===== src/rtl/rank_unsort.sv =====
// rank_unsort: sequential inverse of the rank sorter.
// A captured key vector is ranked one compare per cycle (N*N cycles) using a
// stable tie-break, so the ranks always form a permutation. The held
// permutation then scatters each sorted-domain vector back to original order:
// rdata_out[i] = sdata_in[rank[i]].
module rank_unsort #(
    parameter  int N     = 6,
    parameter  int WIDTH = 8,
    localparam int RW    = $clog2(N)
) (
    input  logic                      clk,
    input  logic                      rst,
    input  logic                      key_valid,
    output logic                      key_ready,
    input  logic [N-1:0][WIDTH-1:0]   key_in,
    output logic                      rank_valid,
    output logic [N-1:0][RW-1:0]      rank_out,
    input  logic                      sdata_valid,
    output logic                      sdata_ready,
    input  logic [N-1:0][WIDTH-1:0]   sdata_in,
    output logic                      rdata_valid,
    input  logic                      rdata_ready,
    output logic [N-1:0][WIDTH-1:0]   rdata_out
);

    typedef enum logic [2:0] {
        S_IDLE     = 3'd0,
        S_RANK     = 3'd1,
        S_ARMED    = 3'd2,
        S_OUT      = 3'd3,
        S_OUT_PEND = 3'd4
    } state_t;

    localparam logic [RW-1:0] LAST_IDX = RW'(N - 1);

    state_t                    r_state;
    state_t                    w_state_next;

    logic [N-1:0][WIDTH-1:0]   r_key;
    logic [N-1:0][RW-1:0]      r_acc;
    logic [RW-1:0]             r_i;
    logic [RW-1:0]             r_j;
    logic [N-1:0][RW-1:0]      r_rank_out;
    logic                      r_rank_valid;
    logic                      r_key_ready;
    logic                      r_sdata_ready;
    logic                      r_rdata_valid;
    logic [N-1:0][WIDTH-1:0]   r_rdata_out;

    logic                      w_key_xfer;
    logic                      w_sdata_xfer;
    logic                      w_rdata_xfer;
    logic                      w_last_j;
    logic                      w_last_cmp;
    logic [WIDTH-1:0]          w_key_i;
    logic [WIDTH-1:0]          w_key_j;
    logic                      w_inc;
    logic [N-1:0][RW-1:0]      w_acc_next;
    logic [N-1:0][WIDTH-1:0]   w_restored;

    assign key_ready   = r_key_ready;
    assign sdata_ready = r_sdata_ready;
    assign rdata_valid = r_rdata_valid;
    assign rank_valid  = r_rank_valid;
    assign rank_out    = r_rank_out;
    assign rdata_out   = r_rdata_out;

    assign w_key_xfer   = key_valid & r_key_ready;
    assign w_sdata_xfer = sdata_valid & r_sdata_ready;
    assign w_rdata_xfer = r_rdata_valid & rdata_ready;
    assign w_last_j     = (r_j == LAST_IDX);
    assign w_last_cmp   = w_last_j & (r_i == LAST_IDX);

    // Single compare per cycle: does key[j] sort strictly before key[i]?
    always_comb begin
        w_key_i = r_key[r_i];
        w_key_j = r_key[r_j];
        if (w_key_j < w_key_i) begin
            w_inc = 1'b1;
        end else if ((w_key_j == w_key_i) && (r_j < r_i)) begin
            w_inc = 1'b1;
        end else begin
            w_inc = 1'b0;
        end
    end

    // Accumulator update: only element i can gain a rank this cycle.
    always_comb begin
        w_acc_next = r_acc;
        for (int k = 0; k < N; k++) begin
            if ((RW'(k) == r_i) && w_inc) begin
                w_acc_next[k] = r_acc[k] + RW'(1'b1);
            end else begin
                w_acc_next[k] = r_acc[k];
            end
        end
    end

    // Scatter the sorted-domain vector back to original element order.
    always_comb begin
        w_restored = '0;
        for (int k = 0; k < N; k++) begin
            w_restored[k] = sdata_in[r_rank_out[k]];
        end
    end

    // Next-state logic for the capture/rank/restore sequencer.
    always_comb begin
        w_state_next = r_state;
        case (r_state)
            S_IDLE: begin
                if (w_key_xfer) begin
                    w_state_next = S_RANK;
                end else begin
                    w_state_next = S_IDLE;
                end
            end
            S_RANK: begin
                if (w_last_cmp) begin
                    w_state_next = S_ARMED;
                end else begin
                    w_state_next = S_RANK;
                end
            end
            S_ARMED: begin
                // A simultaneous key load must wait behind the restore it
                // raced with, since both producers already saw ready.
                if (w_sdata_xfer && w_key_xfer) begin
                    w_state_next = S_OUT_PEND;
                end else if (w_sdata_xfer) begin
                    w_state_next = S_OUT;
                end else if (w_key_xfer) begin
                    w_state_next = S_RANK;
                end else begin
                    w_state_next = S_ARMED;
                end
            end
            S_OUT: begin
                if (w_rdata_xfer) begin
                    w_state_next = S_ARMED;
                end else begin
                    w_state_next = S_OUT;
                end
            end
            S_OUT_PEND: begin
                if (w_rdata_xfer) begin
                    w_state_next = S_RANK;
                end else begin
                    w_state_next = S_OUT_PEND;
                end
            end
            default: begin
                w_state_next = S_IDLE;
            end
        endcase
    end

    // State register.
    always_ff @(posedge clk) begin
        if (rst) begin
            r_state <= S_IDLE;
        end else begin
            r_state <= w_state_next;
        end
    end

    // Registered handshake/status outputs, derived from the state being entered.
    always_ff @(posedge clk) begin
        if (rst) begin
            r_key_ready   <= 1'b1;
            r_sdata_ready <= 1'b0;
            r_rdata_valid <= 1'b0;
            r_rank_valid  <= 1'b0;
        end else begin
            r_key_ready   <= (w_state_next == S_IDLE) || (w_state_next == S_ARMED);
            r_sdata_ready <= (w_state_next == S_ARMED);
            r_rdata_valid <= (w_state_next == S_OUT) || (w_state_next == S_OUT_PEND);
            // Ranks are valid only while the held permutation matches the
            // most recently accepted key vector.
            r_rank_valid  <= (w_state_next == S_ARMED) || (w_state_next == S_OUT);
        end
    end

    // Datapath: key capture, rank accumulation, permutation and restore.
    always_ff @(posedge clk) begin
        if (rst) begin
            r_key       <= '0;
            r_acc       <= '0;
            r_i         <= '0;
            r_j         <= '0;
            r_rank_out  <= '0;
            r_rdata_out <= '0;
        end else begin
            case (r_state)
                S_IDLE: begin
                    if (w_key_xfer) begin
                        r_key <= key_in;
                        r_acc <= '0;
                        r_i   <= '0;
                        r_j   <= '0;
                    end
                end
                S_RANK: begin
                    r_acc <= w_acc_next;
                    if (w_last_cmp) begin
                        r_i        <= '0;
                        r_j        <= '0;
                        r_rank_out <= w_acc_next;
                    end else if (w_last_j) begin
                        r_i <= r_i + RW'(1'b1);
                        r_j <= '0;
                    end else begin
                        r_j <= r_j + RW'(1'b1);
                    end
                end
                S_ARMED: begin
                    if (w_sdata_xfer) begin
                        r_rdata_out <= w_restored;
                    end
                    if (w_key_xfer) begin
                        r_key <= key_in;
                        r_acc <= '0;
                        r_i   <= '0;
                        r_j   <= '0;
                    end
                end
                S_OUT: begin
                    r_rdata_out <= r_rdata_out;
                end
                S_OUT_PEND: begin
                    // Keys were latched on entry; restart the scan cleanly.
                    if (w_rdata_xfer) begin
                        r_acc <= '0;
                        r_i   <= '0;
                        r_j   <= '0;
                    end
                end
                default: begin
                    r_acc <= '0;
                end
            endcase
        end
    end

endmodule


===== config.mk =====
export PLATFORM = sky130hd
export DESIGN_NAME = rank_unsort
export DESIGN_NICKNAME = d
export VERILOG_FILES = /design/src/rtl/rank_unsort.sv
export SDC_FILE = /design/constraint.sdc
export NUM_CORES = 1
export LEC_CHECK = 0
export ABC_AREA = 1
export CAP_MARGIN = 10
export CORE_ASPECT_RATIO = 0.75
export CORE_UTILIZATION = 57
export CTS_CLUSTER_SIZE = 16
export DETAILED_ROUTE_END_ITERATION = 8
export PLACE_DENSITY = 0.86
export SLEW_MARGIN = 20
export SYNTH_ARGS = -nofsm -noshare
export SYNTH_HDL_FRONTEND = slang
export SYNTH_SLANG_ARGS = --single-unit

===== constraint.sdc =====
create_clock -name clk -period 5.2 [get_ports clk]
set_input_delay 1.04 -clock clk [delete_from_list [all_inputs] [get_ports clk]]
set_output_delay 1.04 -clock clk [all_outputs]
set_load 0.03 [all_outputs]

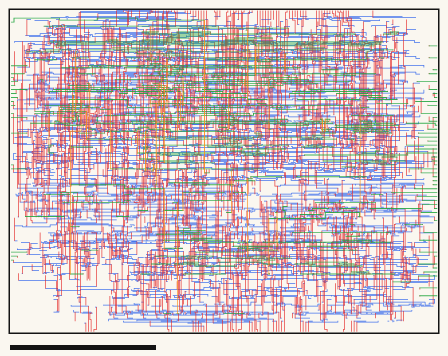
Fig. 1. Wiring by layer.
Bar = 50 um.
[green] met3 | wire length: 4,030 um
[red] met2 | wire length: 12,400 um
[orange] met4 | wire length: 632 um
[blue] met1 | wire length: 13,300 um
average wire per standard cell: 17.51 um
total via count after detailed routing: 10,540
total routed wirelength: 30,380 um
global-route total usage across every layer: 37.03%

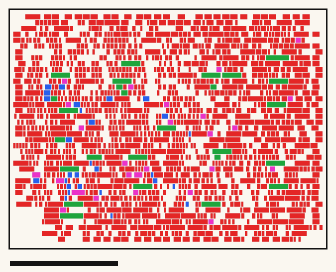
Fig. 2. Drive-strength map.
Bar = 50 um.
[green] drive 6 and up | cells: 26 | share: 1.7%
[magenta] drive 3 to 4 | cells: 26 | share: 1.7%
[red] drive 1 or less | cells: 1,449 | share: 95%
[blue] drive 2 | cells: 28 | share: 1.8%
area added between synthesis and finish: 25.51%
fin area: 11,250 sq um

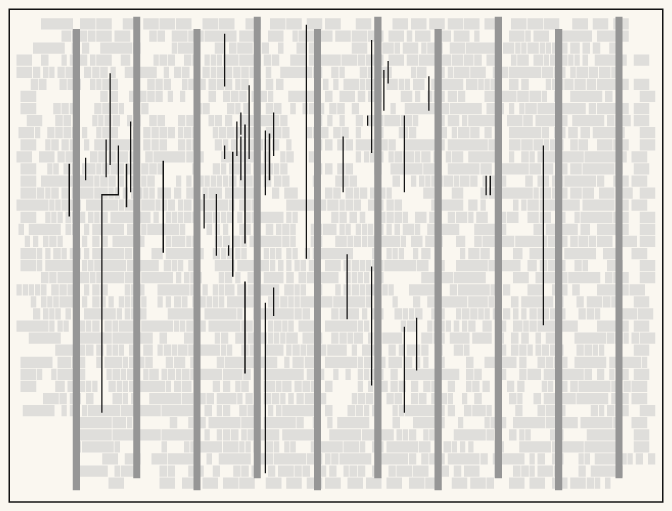
Fig. 3. Metal 4.
Supply wires on this layer in grey.
main direction: vertical
longest straight run: 52.4 um
share of all routed wire: 2.1%

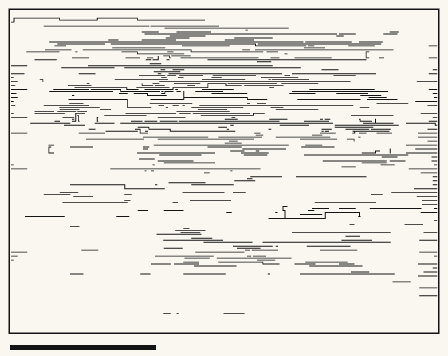
Fig. 4. The metal 3 layer.
Bar = 50 um.
main direction: horizontal
share of all routed wire: 13%
wire length on this layer: 4,030 um
longest straight run: 86.9 um
nets with wire on the layer: 261
met3 demand-to-capacity share in global routing: 11.03%

==> flow_results.org <==
#+TITLE: Physical design notes

** Run status
- The run finished with clean final reports.

** Worst setup path
- The STA report counts the stages on the worst setup path as 18.
- Critical Path AT :: 4.11 ns
- Across all register-to-register paths, the minimum setup slack is 1.44 ns.
- For the worst flop-to-flop path, the logic depth is 18.
- The timing report notes that buffer and inverter cells on the critical path total 2.
- The launch point of the worst register-to-register path is recorded as r_i[1].
- STA classifies the critical path startpoint as a register.
- The endpoint identified for the worst register-to-register timing path is rank_out[2].
- Worst Path Required :: 5.55 ns
- Max FO, Critical Path :: 30
- Worst setup path end :: rank_out[2]
- Per STA, the startpoint of the critical path is r_i[1].
- Kind of capture point of the worst setup path :: register
- The largest single stage delay on the critical path is 0.72 ns.
- Cell mode on critical path :: sky130_fd_sc_hd__nand2_1
- Critical-path cell list :: clkinv_1 -> a21oi_1 -> o21ai_0 -> a21oi_1 -> a31oi_1 -> ha_1 -> nand2_1 -> nand2_1 -> nand2_1 -> nand2_1 -> nand2_1 -> nand2_1 -> nand2_1 -> nand3_1 -> nand2_1 -> nand2_1 -> nand2_1 -> inv_1
- Cell with the largest stage delay on the worst path :: sky130_fd_sc_hd__nand2_1
- Worst setup path class :: reg2reg
- Cell family contributing the most delay on the critical path :: simple AND/OR/NAND/NOR gates

** STA
- Clock Skew :: approximately 0.011 ns
- Max_slew headroom :: 28.73%
- Looking at the max-slew report, the worst-margin pin has a slew of 1.067 ns.
- Final critical delay including setup and external delays :: 3.759 ns
- Adding up every negative setup slack in the final design gives 0 ns.
- RSZ-0062 raised after global routing :: no
- Final number of hold-violating endpoints :: 0
- In the final report, the number of pins over their slew limit comes to 0.
- The worst path uses 72.29% of the clock period.
- Derived from the worst setup path, the maximum achievable clock frequency is 0.2660 GHz.
- For this run, the final setup violation count is recorded as 0.

** Power and ir drop
- Total power for the finished layout comes to 2994 uW.
- In this run the VDD rail shows a maximum IR drop of 246.5 uV.
- Power attributed to the clock group :: 1260 uW
- Comb power frac :: 18.2%
- Summed over all sequential cells, the power is 1190 uW.
- Per the OpenROAD power report, leakage power amounts to 0.004367 uW.
- The report lists the power per cell area as between 200 and 300 nW/um^2.
- In the power breakdown, the internal column shows 2080 uW.
- The share of total power dissipated in the clock network is 42.1%.
- Registers are responsible for 39.6% of the overall power.
- Summed over all combinational cells, the power is 546 uW.
- Proportion of total power due to net switching :: 30.53%
- Top contributor to total power :: clock
- Summed over all nets, the switching power comes to 914.2 uW.

** Hold path
- Hold Path Class :: reg2reg
- Along the worst hold path, the cell count comes to 2.
- In this run the most critical hold path is launched from r_key[24].
- Worst hold endpoint :: r_key[24]

** Cells and area
- After layout, the clock buffer instance count stands at 19.
- The finished design was reported to have a net count of 1,639.
- Looking at the area split, the leading class of cells is multi-input combinational cells.
- Seq_cells :: 145
- In the final layout, flip-flops and latches occupy a little under 3000 sq um.
- Of the total standard cell area in the layout, the sequential portion is 25.81%.
- After layout, the buffer instance count without clock buffers stands at 186.
- For this run, the script counts the antenna cells in the layout as 1.
- Per the layout report, the design carries 1,266 filler cells.
- Top cells excl fill/tap :: sky130_fd_sc_hd__o21ai_0, sky130_fd_sc_hd__nand2_1, sky130_fd_sc_hd__clkdlybuf4s50_1, sky130_fd_sc_hd__dfxtp_1, sky130_fd_sc_hd__a21oi_1
- Leaving out buffers and inverters, the combinational logic in the layout accounts for 5164 sq um.
- Top cell excl fill/tap :: sky130_fd_sc_hd__o21ai_0
- The post-route netlist has under 10% of its cells at a drive strength greater than 1.
- Of all the cell area in the finished design, the clock network holds between 5 and 6%.
- Non-clock inverters in the final layout number 136.
- Total number of multi-input combinational cells :: 1,030
- The layout report lists the non-clock buffer share of cell area as 16.15%.
- Across the whole layout, multi-input logic makes up around 46% of the cell area.

** Routing
- Met1 WL :: ~13,000 um
- Avg Vias per Cell :: 6.073
- DRC violations left :: 0
- Number of violations reported at the end of detailed-routing iteration 0 :: around 1,600
- Antenna viol nets, final :: 0
- Routed signal wires occupy layers up through met4.
- TritonRoute pass-1 iters :: 6
- Detailed routing placed a total of 12,380 um of wire on met2.
- The routed design uses approximately 4000 um of met3 wire.

** Clock network
- Buffer levels on the longest clock path :: 2
- Clk Latency, worst-skew pair :: 0.45 ns
- The clock drives between 100 and 150 sinks.
- H-tree depth :: 4
- Number of post-CTS setup repair buffers :: 0
- Buffers inserted during clock tree synthesis total 17.
- The post-CTS hold buffer count recorded in the log is 0.
- TritonCTS built the clock tree.
- Clk root buf :: sky130_fd_sc_hd__clkbuf_16
- Number of gates given a new drive strength after cts :: 0
- Clock-pin transition on the worst setup and hold timing paths :: 0.06 ns

** Synth
- Synthesis instantiated 32 different standard cells from the library.
- After synthesis, the design contains 1,401 cells according to Yosys.
- Fraction of synthesis flops using an asynchronous set or reset pin :: 0%
- After synthesis, the largest area contributor takes up 32.40% of total cell area.
- For this run, the chip area from Yosys synthesis comes to 8960 sq um.
- The synthesis stat section lists a flop and latch total of 145.
- In this run the cell area of the synthesized design comes to roughly 9000 sq um.
- The commonest register cell is sky130_fd_sc_hd__dfxtp_1.
- sky130_fd_sc_hd__o21ai_0 is the most common cell in the netlist.
- By area the synthesized netlist is led by sky130_fd_sc_hd__dfxtp_1, sky130_fd_sc_hd__o21ai_0, sky130_fd_sc_hd__nand2_1.
- By count the netlist is led by sky130_fd_sc_hd__o21ai_0, sky130_fd_sc_hd__nand2_1, sky130_fd_sc_hd__dfxtp_1.
- The synthesis log from Yosys contains 0 warnings.
- Proportion of synthesized chip area in sequential cells :: 32.40%
- Synth Instances :: 1,401
- Yosys top cell by area :: sky130_fd_sc_hd__dfxtp_1
- Yosys mapped a number of flops with a built-in enable equal to 0.
- Per the post-synthesis stats, the area per cell is around 6.4 sq um.
- When the netlist entered floorplanning its net count stood at roughly 1,500.

** Placed design
- For this run the detailed placement stage logged an HPWL of 21,790 um.
- RePlAce ended its routability-driven mode at a weighted congestion of 0.9858.
- Per the placement log, port buffering inserted 170 buffers.

** Die
- Die x size :: 146.8 um
- The floorplan step records an initial core utilization of between 50% and 60%.
- The die covers about 16,000 sq um.
- Vertical die dimension :: about 110 um
- Tap insertion was completed with 205 tapcells.
- Row Count :: 39
- For this design the top-level I/O count stands at 171.
- In this run the standard cell core region covers ~15,000 sq um.

** Global route
- Met2 capacity usage during global routing :: 51.37%
- The first global-routing pass estimated 47,530 um of wire.
- Global routing's busiest layer :: met1
- Met1 track demand over resource in global routing :: 54.63%
- The number of global-route vias before repair came to around 9,000.
- For this run the aggregate overflow at the end of global routing stands at 0.
- Pin count of the biggest net entering global routing :: 56
- Antenna violations before repair :: 0

** Flow run
- OpenROAD emitted warnings numbering 29.
- The run reported a max-capacitance violation count of 0.
==> cells by family after synthesis <==
group / synth area share, %
DFF: 32.40
and+or+nand+nor: 20.79
adders and majority gates: 3.072
buffers and inverters: 10.05
AOI/OAI and AO/OA: 33.68
==> per-stage QoR <==
| step | instances | area [sq um] | hold WS [ns] | util (%) | setup slack [ns] |
|---|---|---|---|---|---|
| finish | 1735 | 11250 | 0.4739 | 73.63 | 1.441 |
| global route | 1734 | 11240 | 0.4897 | 73.61 | 1.033 |
| CTS | 1734 | 11240 | 0.4753 | 73.61 | 1.557 |
| detailed placement | 1702 | 10650 | 0.4666 | 69.73 | 1.561 |
| global placement | 1702 | 10650 | 0.4566 | 69.73 | 1.787 |
| floorplan | 1401 | 8960 | 0.4405 | - | 2.873 |
Power is estimated from default activity; no workload was simulated.
